**Run 1: sequential cells grouped by signal name**

Scale bar: 20 um. Other sequential cells in the stronger gray, the rest of the logic in the fainter gray.
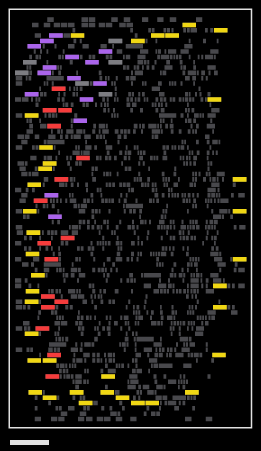
**Run 1: selected gate families**

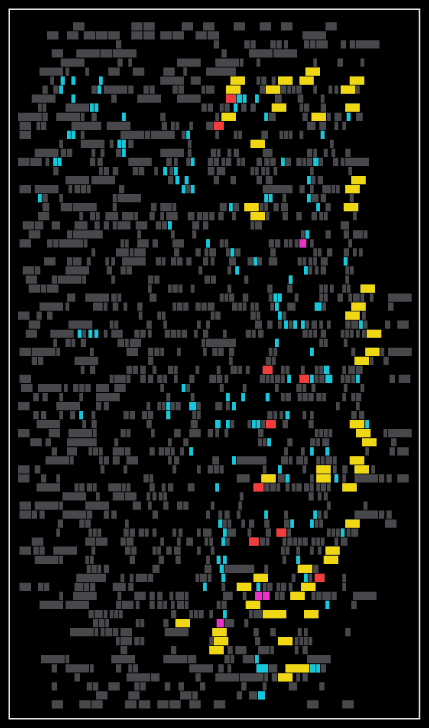
**Run 1: M2 wires**

Scale bar: 20 um.
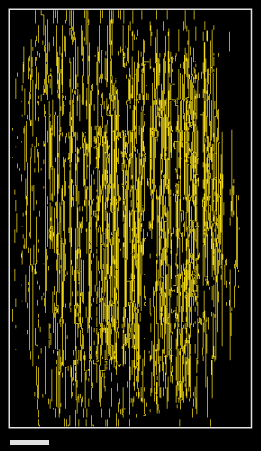
**Run 1: congestion heat map**

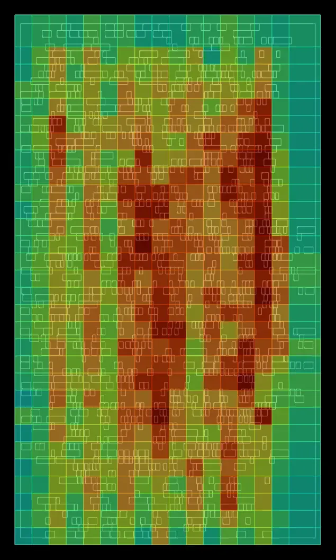
==> config.mk <==
export PLATFORM = sky130hd
export DESIGN_NAME = pipelined_acc_alu_flat
export DESIGN_NICKNAME = d
export VERILOG_FILES = /design/src/rtl/pipelined_acc_alu_if.sv /design/src/rtl/pipelined_acc_alu.sv /design/src/flat_wrapper.sv
export SDC_FILE = /design/constraint.sdc
export NUM_CORES = 1
export LEC_CHECK = 0
export ABC_AREA = 1
export CAP_MARGIN = 20
export CORE_AREA = 2 2 121 211
export DETAILED_ROUTE_END_ITERATION = 8
export DIE_AREA = 0 0 123 213
export PLACE_DENSITY_LB_ADDON = 0.05
export SLEW_MARGIN = 20
export SYNTH_ARGS = -nofsm -noshare
export SYNTH_HDL_FRONTEND = slang
export SYNTH_SLANG_ARGS = --single-unit
export TNS_END_PERCENT = 100
==> constraint.sdc <==
create_clock -name clk -period 6.1 [get_ports clk]
set_input_delay 1.22 -clock clk [delete_from_list [all_inputs] [get_ports clk]]
set_output_delay 1.22 -clock clk [all_outputs]
set_load 0.01 [all_outputs]
==> src/rtl/pipelined_acc_alu_if.sv <==
// Operand/result bundle between the register-file read port, the pipelined ALU and writeback.
// master drives operations and accepts results; slave is the ALU.
interface pipelined_acc_alu_if #(
    parameter int WIDTH = 16
);
    logic             in_vld;
    logic             in_rdy;
    logic [WIDTH-1:0] a;
    logic [WIDTH-1:0] b;
    logic [2:0]       s;
    logic             use_acc;
    logic             acc_wr;
    logic             out_vld;
    logic             out_rdy;
    logic [WIDTH-1:0] q;
    logic             zero;
    logic             carry;
    logic             overflow;
    logic             negative;
    logic [WIDTH-1:0] acc;

    modport master (
        output in_vld, a, b, s, use_acc, acc_wr, out_rdy,
        input  in_rdy, out_vld, q, zero, carry, overflow, negative, acc
    );

    modport slave (
        input  in_vld, a, b, s, use_acc, acc_wr, out_rdy,
        output in_rdy, out_vld, q, zero, carry, overflow, negative, acc
    );
endinterface

==> src/rtl/pipelined_acc_alu.sv <==
// Purpose: 2-stage ALU (8 ops, ZCVN flags) with an accumulator that can stand in for operand A.
// Latency: 2 cycles accept->out_vld, 1 op/cycle sustained.
// Backpressure: out stall holds Q/flags/S1; in_rdy drops only when both stages full and stalled.
module pipelined_acc_alu #(
    parameter int               WIDTH     = 16,
    parameter logic [WIDTH-1:0] ACC_RESET = '0
) (
    input logic               clk,
    input logic               rst,
    pipelined_acc_alu_if.slave bus
);
    localparam int SHW = $clog2(WIDTH);

    typedef enum logic [2:0] {
        OP_ADD  = 3'd0,
        OP_SUB  = 3'd1,
        OP_AND  = 3'd2,
        OP_OR   = 3'd3,
        OP_XOR  = 3'd4,
        OP_SHL  = 3'd5,
        OP_SHR  = 3'd6,
        OP_PASS = 3'd7
    } op_e;

    typedef struct packed {
        op_e              op;
        logic             use_acc;
        logic             acc_wr;
        logic [WIDTH-1:0] a;
        logic [WIDTH-1:0] b;
    } op_t;

    typedef struct packed {
        logic zero;
        logic carry;
        logic overflow;
        logic negative;
    } flags_t;

    op_t              s1_op;
    logic             s1_vld;
    logic             s2_vld;
    logic [WIDTH-1:0] q_r;
    flags_t           flags_r;
    logic [WIDTH-1:0] acc_r;

    logic             s2_adv;
    logic             accept;
    logic [WIDTH-1:0] opa;
    logic [WIDTH:0]   sum;
    logic [WIDTH:0]   diff;
    logic [SHW-1:0]   shamt;
    logic [WIDTH-1:0] res;
    flags_t           flags_c;

    assign s2_adv     = !s2_vld || bus.out_rdy;
    assign bus.in_rdy = !s1_vld || s2_adv;
    assign accept     = bus.in_vld && bus.in_rdy;

    // Accumulator is read as S1 moves to S2, the same edge a preceding AccWr op lands, so chains need no bypass.
    always_comb begin
        opa      = s1_op.use_acc ? acc_r : s1_op.a;
        sum      = {1'b0, opa} + {1'b0, s1_op.b};
        diff     = {1'b0, opa} - {1'b0, s1_op.b};
        shamt    = s1_op.b[SHW-1:0];
        res      = '0;
        flags_c  = '0;
        case (s1_op.op)
            OP_ADD: begin
                res              = sum[WIDTH-1:0];
                flags_c.carry    = sum[WIDTH];
                flags_c.overflow = (opa[WIDTH-1] == s1_op.b[WIDTH-1]) &&
                                   (res[WIDTH-1] != opa[WIDTH-1]);
            end
            OP_SUB: begin
                res              = diff[WIDTH-1:0];
                flags_c.carry    = diff[WIDTH];
                flags_c.overflow = (opa[WIDTH-1] != s1_op.b[WIDTH-1]) &&
                                   (res[WIDTH-1] != opa[WIDTH-1]);
            end
            OP_AND:  res = opa & s1_op.b;
            OP_OR:   res = opa | s1_op.b;
            OP_XOR:  res = opa ^ s1_op.b;
            OP_SHL:  res = opa << shamt;
            OP_SHR:  res = opa >> shamt;
            OP_PASS: res = s1_op.b;
            default: res = s1_op.b;
        endcase
        flags_c.zero     = (res == '0);
        flags_c.negative = res[WIDTH-1];
    end

    always_ff @(posedge clk) begin
        if (rst) begin
            s1_vld  <= 1'b0;
            s1_op   <= '0;
            s2_vld  <= 1'b0;
            q_r     <= '0;
            flags_r <= '0;
            acc_r   <= ACC_RESET;
        end else begin
            if (s2_adv) begin
                s2_vld <= s1_vld;
                if (s1_vld) begin
                    q_r     <= res;
                    flags_r <= flags_c;
                    if (s1_op.acc_wr) begin
                        acc_r <= res;
                    end
                end
            end
            if (accept) begin
                s1_vld <= 1'b1;
                s1_op  <= '{op: op_e'(bus.s), use_acc: bus.use_acc, acc_wr: bus.acc_wr,
                           a: bus.a, b: bus.b};
            end else if (s2_adv) begin
                s1_vld <= 1'b0;
            end
        end
    end

    assign bus.out_vld  = s2_vld;
    assign bus.q        = q_r;
    assign bus.zero     = flags_r.zero;
    assign bus.carry    = flags_r.carry;
    assign bus.overflow = flags_r.overflow;
    assign bus.negative = flags_r.negative;
    assign bus.acc      = acc_r;
endmodule

==> src/flat_wrapper.sv <==
// flat-port wrapper written by rule: the top's interface ports become plain ports
module pipelined_acc_alu_flat 
#(
    parameter int               WIDTH     = 16,
    parameter logic [WIDTH-1:0] ACC_RESET = '0
)
  (clk, rst, bus_in_vld, bus_a, bus_b, bus_s, bus_use_acc, bus_acc_wr, bus_out_rdy, bus_in_rdy, bus_out_vld, bus_q, bus_zero, bus_carry, bus_overflow, bus_negative, bus_acc);
  pipelined_acc_alu_if #(.WIDTH(WIDTH)) bus_i ();
  input logic clk;
  input logic rst;
  input wire logic [$bits(bus_i.in_vld)-1:0] bus_in_vld;
  input wire logic [$bits(bus_i.a)-1:0] bus_a;
  input wire logic [$bits(bus_i.b)-1:0] bus_b;
  input wire logic [$bits(bus_i.s)-1:0] bus_s;
  input wire logic [$bits(bus_i.use_acc)-1:0] bus_use_acc;
  input wire logic [$bits(bus_i.acc_wr)-1:0] bus_acc_wr;
  input wire logic [$bits(bus_i.out_rdy)-1:0] bus_out_rdy;
  output wire logic [$bits(bus_i.in_rdy)-1:0] bus_in_rdy;
  output wire logic [$bits(bus_i.out_vld)-1:0] bus_out_vld;
  output wire logic [$bits(bus_i.q)-1:0] bus_q;
  output wire logic [$bits(bus_i.zero)-1:0] bus_zero;
  output wire logic [$bits(bus_i.carry)-1:0] bus_carry;
  output wire logic [$bits(bus_i.overflow)-1:0] bus_overflow;
  output wire logic [$bits(bus_i.negative)-1:0] bus_negative;
  output wire logic [$bits(bus_i.acc)-1:0] bus_acc;
  assign bus_i.in_vld = bus_in_vld;
  assign bus_i.a = bus_a;
  assign bus_i.b = bus_b;
  assign bus_i.s = bus_s;
  assign bus_i.use_acc = bus_use_acc;
  assign bus_i.acc_wr = bus_acc_wr;
  assign bus_i.out_rdy = bus_out_rdy;
  assign bus_in_rdy = bus_i.in_rdy;
  assign bus_out_vld = bus_i.out_vld;
  assign bus_q = bus_i.q;
  assign bus_zero = bus_i.zero;
  assign bus_carry = bus_i.carry;
  assign bus_overflow = bus_i.overflow;
  assign bus_negative = bus_i.negative;
  assign bus_acc = bus_i.acc;
  pipelined_acc_alu #(.WIDTH(WIDTH), .ACC_RESET(ACC_RESET)) u_core (.clk(clk), .rst(rst), .bus(bus_i));
endmodule
==> qor.csv, run 1 <==
metric,value,unit
Die Span Y,213,um
CP required,6.41,ns
proportion of layout cells with a drive suffix above 1,6.772,%
clk sink count,74,
Seq group,540,uW
Filler cells,2862,
CP startpoint kind,flop,
num ports,79,
final instance area,0.008491,mm2
most common logic cell in the routed design,nand2_1,
comb area leader,simple AND/OR/NAND/NOR gates,
worst hold path class,flop to flop,
Post-Syn Area,0.007258,mm2
crit path capture type,flop,
Die Area,0.02620,mm2
clk ins delay skew pair,0.38,ns
Pleak,4.084,nW
Comb gates,910,
total core area,0.02453,mm2
Routed WL,30890,um
Gate power share,42.4,%
worst hold slack,0.4598,ns
met2 Use GR,43.80,%
heaviest power group,combinational logic,
Clock Pin Slew Worst Setup and Hold Paths,0.08,ns
RR Startpoint,u_core.s1_op[33],
status,"complete, no violations",
Reg2Reg Depth,17,
part of the power in the clock network,29.0,%
Max Freq,0.2426,GHz
Pins Over Slew Limit,0,
clk tree area frac,3.360,%
ANT cells,0,
Reg2Reg Setup Slack,1.98,ns
final setup violation count,0,
"Seq share, synth",20.41,%
largest net degree at the start of global routing,60,
Setup crit start,u_core.s1_op[33],
"Power, Total",1.890,mW
top cells by area,"dfxtp_1, nand2_1, nand3_1",
Tmin final,4.122,ns
Critical R2R Capture,u_core.bus.zero,
Slew headroom,25.41,%
inverters,180,
non-clk buf share,10.26,%
Crit path depth,17,
crit path cell chain,buf_4 > clkinv_1 > nand2_1 > nand2_1 > ha_1 > nand2_1 > nor2_1 > nand3_1 > nand3_1 > nand2_1 > nand2_1 > nand3_1 > nor2_1 > nand2_1 > nor2_1 > nand3_1 > a21oi_1,
Synth flops,74,
placed cell count,1566,
xor/xnor share,1.086,%
detailed placement HPWL,24770,um
CTS Buffer Depth,2,
Clock H-tree levels,3,
async set-or-reset flop fraction in the synthesized netlist,0,%
CP Max Fanout,29,
endpoints failing hold,0,
aoi share,16.46,%
P per Cell Area,222.6,mW/mm2
logic share of the area,56.35,%
slowest cell on the critical path,clkinv_1,
max cap viols,0,
P_int,1.050,mW
Seq pwr share,28.6,%
"CP delay by family, top",simple AND/OR/NAND/NOR gates,
clock buffer count in the final layout,9,
"Largest stage delay, worst path",0.55,ns
"mux frac, synth",0,%
critical path class,flop to flop,
switching pwr,839.4,uW
RSZ-0062 raised after global routing,no,
Yosys cell types,42,
CP dominant cell by count,nand2_1,
Post-synth EDFFs,0,
Tightest Pin Transition,1.115,ns
switch share,44.42,%
post_cts resized,0,
Hold Crit Endpoint,u_core.s1_op[28],
Simple-Gate Area Share,39.34,%
flop share of the area,17.45,%
synthesized area per cell,5.935,um2
TNS Setup,0,ns
most frequent cells in the layout,"nand2_1, inv_1, nand3_1",
Non-Clock Buffer Count,90,
syn_nets,1315,
area grow syn2layout,16.98,%
nets,1357,
# hold bufs at CTS,0,
skew final,0.01536,ns
Remaining DRCs,0,
post-route insts no fill,1582,
die width,123,um
Via density,5.052,
cell count in the Yosys report,1223,
seq_cells,74,
Routed met1 length,11950,um
critical path capture point,u_core.bus.zero,
Worst Path Buf+Inv,2,
ANT nets after route,0,
Post-Route Utilization,34.61,%
initial DRC count,447,
first-pass iteration count of the detailed router,5,
YS warnings,0,
-- 'sequential cells grouped by signal name' (at the start) --
| signal | color | sequential cells |
|---|---|---|
| `u_core.bus.acc` | red | 16 |
| `u_core.bus.q` | purple | 15 |
| `u_core.s1_op` | yellow | 37 |
not colored: 6

-- 'selected gate families' (at the start) --
| family | color | cells | most used |
|---|---|---|---|
| nor cells | cyan | 115 | nor2_1 |
| and/or cells | magenta | 4 | or2_2 |
| xor and xnor cells | red | 9 | xor2_1 |
| fa/ha/maj cells | yellow | 51 | ha_1 |

-- 'M2 wires' (at the start) --
nets with wire on the layer: 1030
wire length on this layer: 16000 um
share of all routed wire: 52%
main direction: vertical

-- 'congestion heat map' (at the start) --
met1 Use GR: 26.12%
met3 Use GR: 3.419%
Overall Global Routing Usage: 24.34%
GR peak layer: met2

run 1: synthesized netlist by cell type, drive strengths merged, types with 4 or more instances:
library cell	n
nand2	307
inv	177
nand3	173
nor2	109
a21oi	101
o21ai	98
dfxtp	74
ha	49
buf	33
clkbuf	26
nand4	22
o22ai	16
xor2	8
nor3	6
o21bai	4
run 1: registers in the layout, summed over array words and instances, names as in the netlist:
name and count:
u_core.bus.overflow 1, u_core.bus.zero 1, u_core.bus.carry 1, u_core.s1_op 37
u_core.bus.q 15, u_core.bus.out_vld 1, u_core.bus.negative 1, u_core.s1_vld 1
u_core.bus.acc 16
--- run 2 (diff from run 1) ---
- clock period: 6.1 -> 4.3 ns (I/O delays scaled with it)
**Run 2: M3 wires**

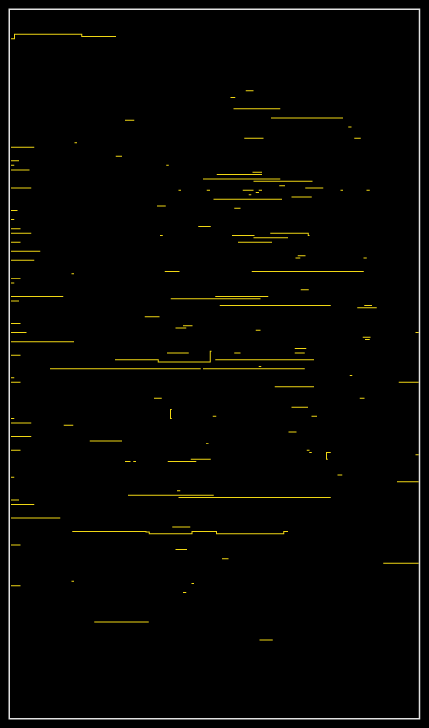
nets with wire on the layer: 93
wire length on this layer: 916 um

==> run 2 against run 1 <==
  * Synthesized cell count unchanged
  * Sequential share of layout area fell by 0.17 points
  * Worst hold slack lost 0.0047 ns
  * Critical path depth increased by 1
  * Area after synthesis is the same
  * Final cell count is 0.25% higher
  * Non-clock buffer count up 4
  * Largest cell class unchanged
  * Largest power group unchanged
==> qor.csv, run 2 <==
metric,value,unit
storage element area,0.001481,mm2
Pleak,4.136,nW
Clock H-tree levels,3,
Root Buffer,clkbuf_16,
post_cts resized,0,
worst endpoint data arrival time,3.88,ns
clk ins delay skew pair,0.38,ns
synthesized area per cell,5.935,um2
Port Buffer Count,78,
P per Cell Area,326.9,mW/mm2
yosys stat chip area,0.007258,mm2
"Seq share, synth",20.41,%
Synth flops,74,
"mux frac, synth",0,%
area grow syn2layout,18.13,%
site row count,76,
Non-Clock Buffer Count,94,
tool warnings,54,
die width,123,um
Seq pwr share,27.2,%
number of global-route vias before repair,7904,
"CP delay by family, top",simple AND/OR/NAND/NOR gates,
"Power, Total",2.803,mW
Congestion Overflow GR,0,
heaviest power group,combinational logic,
Post-synth EDFFs,0,
combinational power,1.15,mW
CP dominant cell by count,nand2_1,
dominant class by area,logic gates,
max cap viols,0,
first-pass GRT wire length,46800,um
Simple-Gate Area Share,39.34,%
slowest cell on the critical path,o21ai_1,
clock buffer count in the final layout,9,
nets,1361,
Tapcell Cnt,312,
YS warnings,0,
part of the power in the clock network,31.9,%
Tmin final,3.557,ns
Power Clock,893,uW
hold path start,u_core.s1_op[29],
endpoints failing hold,0,
Post-Synth Adder-Cell Area,8.998,%
register bank with the most flops,u_core.s1_op,
leading register cell type out of synthesis,dfxtp_1,
most frequent cells in the layout,"nand2_1, inv_1, nand3_1",
Post-Syn Area,0.007258,mm2
fin crit share,82.72,%
CTS Buffer Depth,2,
Crit path depth,18,
Critical R2R Capture,u_core.bus.zero,
MI comb area,0.004785,mm2
Die Area,0.02620,mm2
CP required,4.62,ns
ANT nets after route,0,
top cell type by total area after synthesis,dfxtp_1,
"count leader, synth",nand2_1,
Remaining DRCs,0,
initial DRC count,554,
proportion of layout cells with a drive suffix above 1,7.064,%
first-pass iteration count of the detailed router,6,
worst hold path class,flop to flop,
Synth top cells by count,"nand2_1, inv_1, nand3_1",
Overall Global Routing Usage,24.50,%
clk sink count,74,
async set-or-reset flop fraction in the synthesized netlist,0,%
crit path cell chain,buf_4 > nand2_1 > o21ai_1 > inv_1 > ha_1 > inv_1 > nand2_1 > o21ai_1 > nand2_1 > nand3_1 > nand2_1 > nand3_1 > nand4_1 > nor2_1 > nand2_1 > nor2_1 > nand3_1 > a21oi_1,
CP Max Fanout,26,
fp_density,29.58,%
syn_nets,1315,
switching pwr,1.194,mW
total core area,0.02453,mm2
inverters,180,
initial antenna violation count,0,
Comb gates,910,
Placer Congestion,1.001,
Post-CTS Setup Bufs,0,
switch share,42.60,%
ANT cells,0,
Max Freq,0.2811,GHz
num ports,79,
RSZ-0062 raised after global routing,no,
max reg flops,37,
CTS tree,built,
vias,7935,
critical path capture point,u_core.bus.zero,
cell count in the Yosys report,1223,
Hold Crit Endpoint,u_core.s1_op[29],
CP startpoint kind,flop,
flop share of the area,17.28,%
final setup violation count,0,
TritonCTS buffer count,9,
Worst Path Buf+Inv,3,
seq_cells,74,
detailed placement HPWL,25350,um
Tightest Pin Transition,0.7498,ns
xor/xnor share,1.086,%
top cells by area,"dfxtp_1, nand2_1, nand3_1",
"Largest stage delay, worst path",0.43,ns
aoi share,16.46,%
crit path capture type,flop,
Pins Over Slew Limit,0,
logic share of the area,55.80,%
Routed WL,31180,um
Clock Pin Slew Worst Setup and Hold Paths,0.08,ns
largest net degree at the start of global routing,50,
RR Startpoint,u_core.s1_op[33],
Reg2Reg Depth,18,
Slew headroom,49.83,%
Reg2Reg Setup Slack,0.74,ns
Yosys cell types,42,
Via density,5.003,
Gate power share,40.9,%
most common logic cell in the routed design,nand2_1,
comb area leader,simple AND/OR/NAND/NOR gates,
TNS Setup,0,ns
Setup crit start,u_core.s1_op[33],
critical path class,flop to flop,
Seq group,763,uW
clk tree area frac,3.809,%
non-clk buf share,10.65,%
P_int,1.609,mW
Filler cells,2787,
# hold bufs at CTS,0,
status,"complete, no violations",
skew final,0.02006,ns
Die Span Y,213,um
run 2: through the flow:
| stage | area [um2] | util (%) | setup slack, ns | cells | hold WS (ns) |
|---|---|---|---|---|---|
| floorplan | 7258 | - | 1.517 | 1223 | 0.4297 |
| global placement | 8248 | 33.62 | 0.7497 | 1570 | 0.4492 |
| detailed placement | 8248 | 33.62 | 0.7151 | 1570 | 0.4505 |
| CTS | 8574 | 34.95 | 0.7306 | 1586 | 0.4603 |
| global route | 8574 | 34.95 | 0.3957 | 1586 | 0.4892 |
| finish | 8574 | 34.95 | 0.7429 | 1586 | 0.4551 |
run 2: layer usage:
metal | wire, um | GRT usage (%) | part of all wire, %
met3 | 915 | 2.163 | 2.9
met2 | 16580 | 45.06 | 53
met4 | 1799 | 15.16 | 5.8
met5 | 0 | 0 | 0
met1 | 11890 | 26.41 | 38
--- run 3 (diff from run 2) ---
- clock period: 4.3 -> 2.85 ns (I/O delays scaled with it)
**Run 3: congestion heat map**

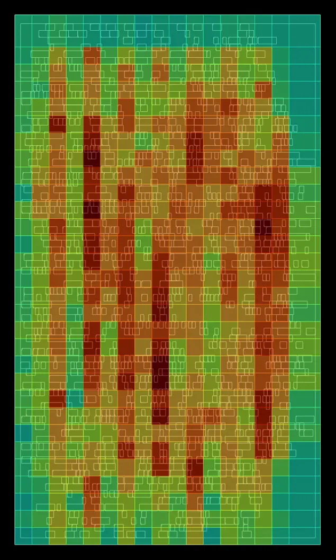
met1 Use GR: 27.08%
Avg WL per Cell: 19.31 um

==> run 3 against run 2 <==
  * Worst hold slack better by 0.00098 ns
  * Power is 73% higher
  * Sequential share of layout area is 3.1 points lower
  * Critical path type unchanged
==> qor.csv, run 3 <==
metric,value,unit
final instance area,0.01048,mm2
"CP delay by family, top",simple AND/OR/NAND/NOR gates,
Pleak,4.978,nW
Via density,5.012,
max cap viols,0,
worst hold path class,flop to flop,
CTS Buffer Depth,2,
yosys stat chip area,0.007258,mm2
Max Freq,0.3695,GHz
critical path capture point,u_core.bus.zero,
CTS tree,built,
syn_nets,1315,
Critical R2R Capture,u_core.bus.zero,
async set-or-reset flop fraction in the synthesized netlist,0,%
die width,123,um
Hold Crit Endpoint,u_core.s1_op[24],
"Seq share, synth",20.41,%
Filler cells,2735,
P per Cell Area,463.6,mW/mm2
Power Clock,1.26,mW
placed cell areas,0.009296,mm2
proportion of layout cells with a drive suffix above 1,26.25,%
part of the power in the clock network,25.9,%
worst endpoint data arrival time,3.01,ns
skew final,0.01545,ns
CP Max Fanout,7,
TritonCTS buffer count,9,
Overall Global Routing Usage,25.82,%
area grow syn2layout,44.35,%
Crit path depth,20,
Clock H-tree levels,3,
CP required,3.16,ns
Congestion Overflow GR,0,
RR Startpoint,u_core.s1_op[33],
first-pass iteration count of the detailed router,5,
Placer Congestion,0.9587,
slowest cell on the critical path,dfxtp_4,
Synth flops,74,
critical path class,flop to flop,
Reg2Reg Depth,20,
Gate power share,50.4,%
crit path cell chain,clkbuf_16 > clkbuf_16 > o21ai_4 > inv_2 > ha_4 > nand2_2 > inv_1 > nand2_1 > inv_2 > and2_1 > nand2_1 > nand2_1 > nand2_1 > nand3_2 > nand4_1 > nor2_1 > nand2_1 > nor2_1 > nand3_1 > a21oi_1,
switching pwr,2.013,mW
crit path capture type,flop,
Slew headroom,25.67,%
site row count,76,
CP dominant cell by count,nand2_1,
Routed WL,33540,um
RSZ-0062 raised after global routing,yes,
top cells by area,"dfxtp_1, nand2_1, nand3_1",
combinational power,2.45,mW
met2 Use GR,50.31,%
fin crit share,94.97,%
Post-synth EDFFs,0,
MI comb area,0.005490,mm2
number of global-route vias before repair,8531,
cell count in the Yosys report,1223,
"Power, Total",4.857,mW
ANT cells,0,
Tightest Pin Transition,1.111,ns
Yosys cell types,42,
Worst Path Buf+Inv,5,
status,"complete, no violations",
Post-Route Utilization,42.71,%
placed cell count,1708,
first-pass GRT wire length,49360,um
Die Span Y,213,um
TNS Setup,0,ns
post-route insts no fill,1737,
setup slack after layout,0.1433,ns
run 3: cell families (layout without fill, tap and decap cells):
family,after synthesis,after routing,synth area share [%]
simple gates,623,623,39.34
buf+inv,239,441,13.70
compound gates,227,227,16.46
flops,74,74,20.41
fa+ha+maj,51,51,8.998
xor+xnor,9,9,1.086
run 3: cell type report:
class,instances,share of cell area (%)
repair buffers,245,20.22
clock inverters,6,0.7046
flip-flops and latches,74,14.17
multi-input cells,910,52.40
inverters,180,6.496
clock buffers,10,2.281
well taps,312,3.726
run 3: routing by layer:
| layer | wire length, um | vias up |
|---|---|---|
| met5 | 0 | - |
| met4 | 1382 | 0 |
| met3 | 935 | 58 |
| met2 | 18650 | 190 |
| met1 | 12570 | 4099 |
| li1 | - | 4358 |
Power and IR drop assume default switching activity.
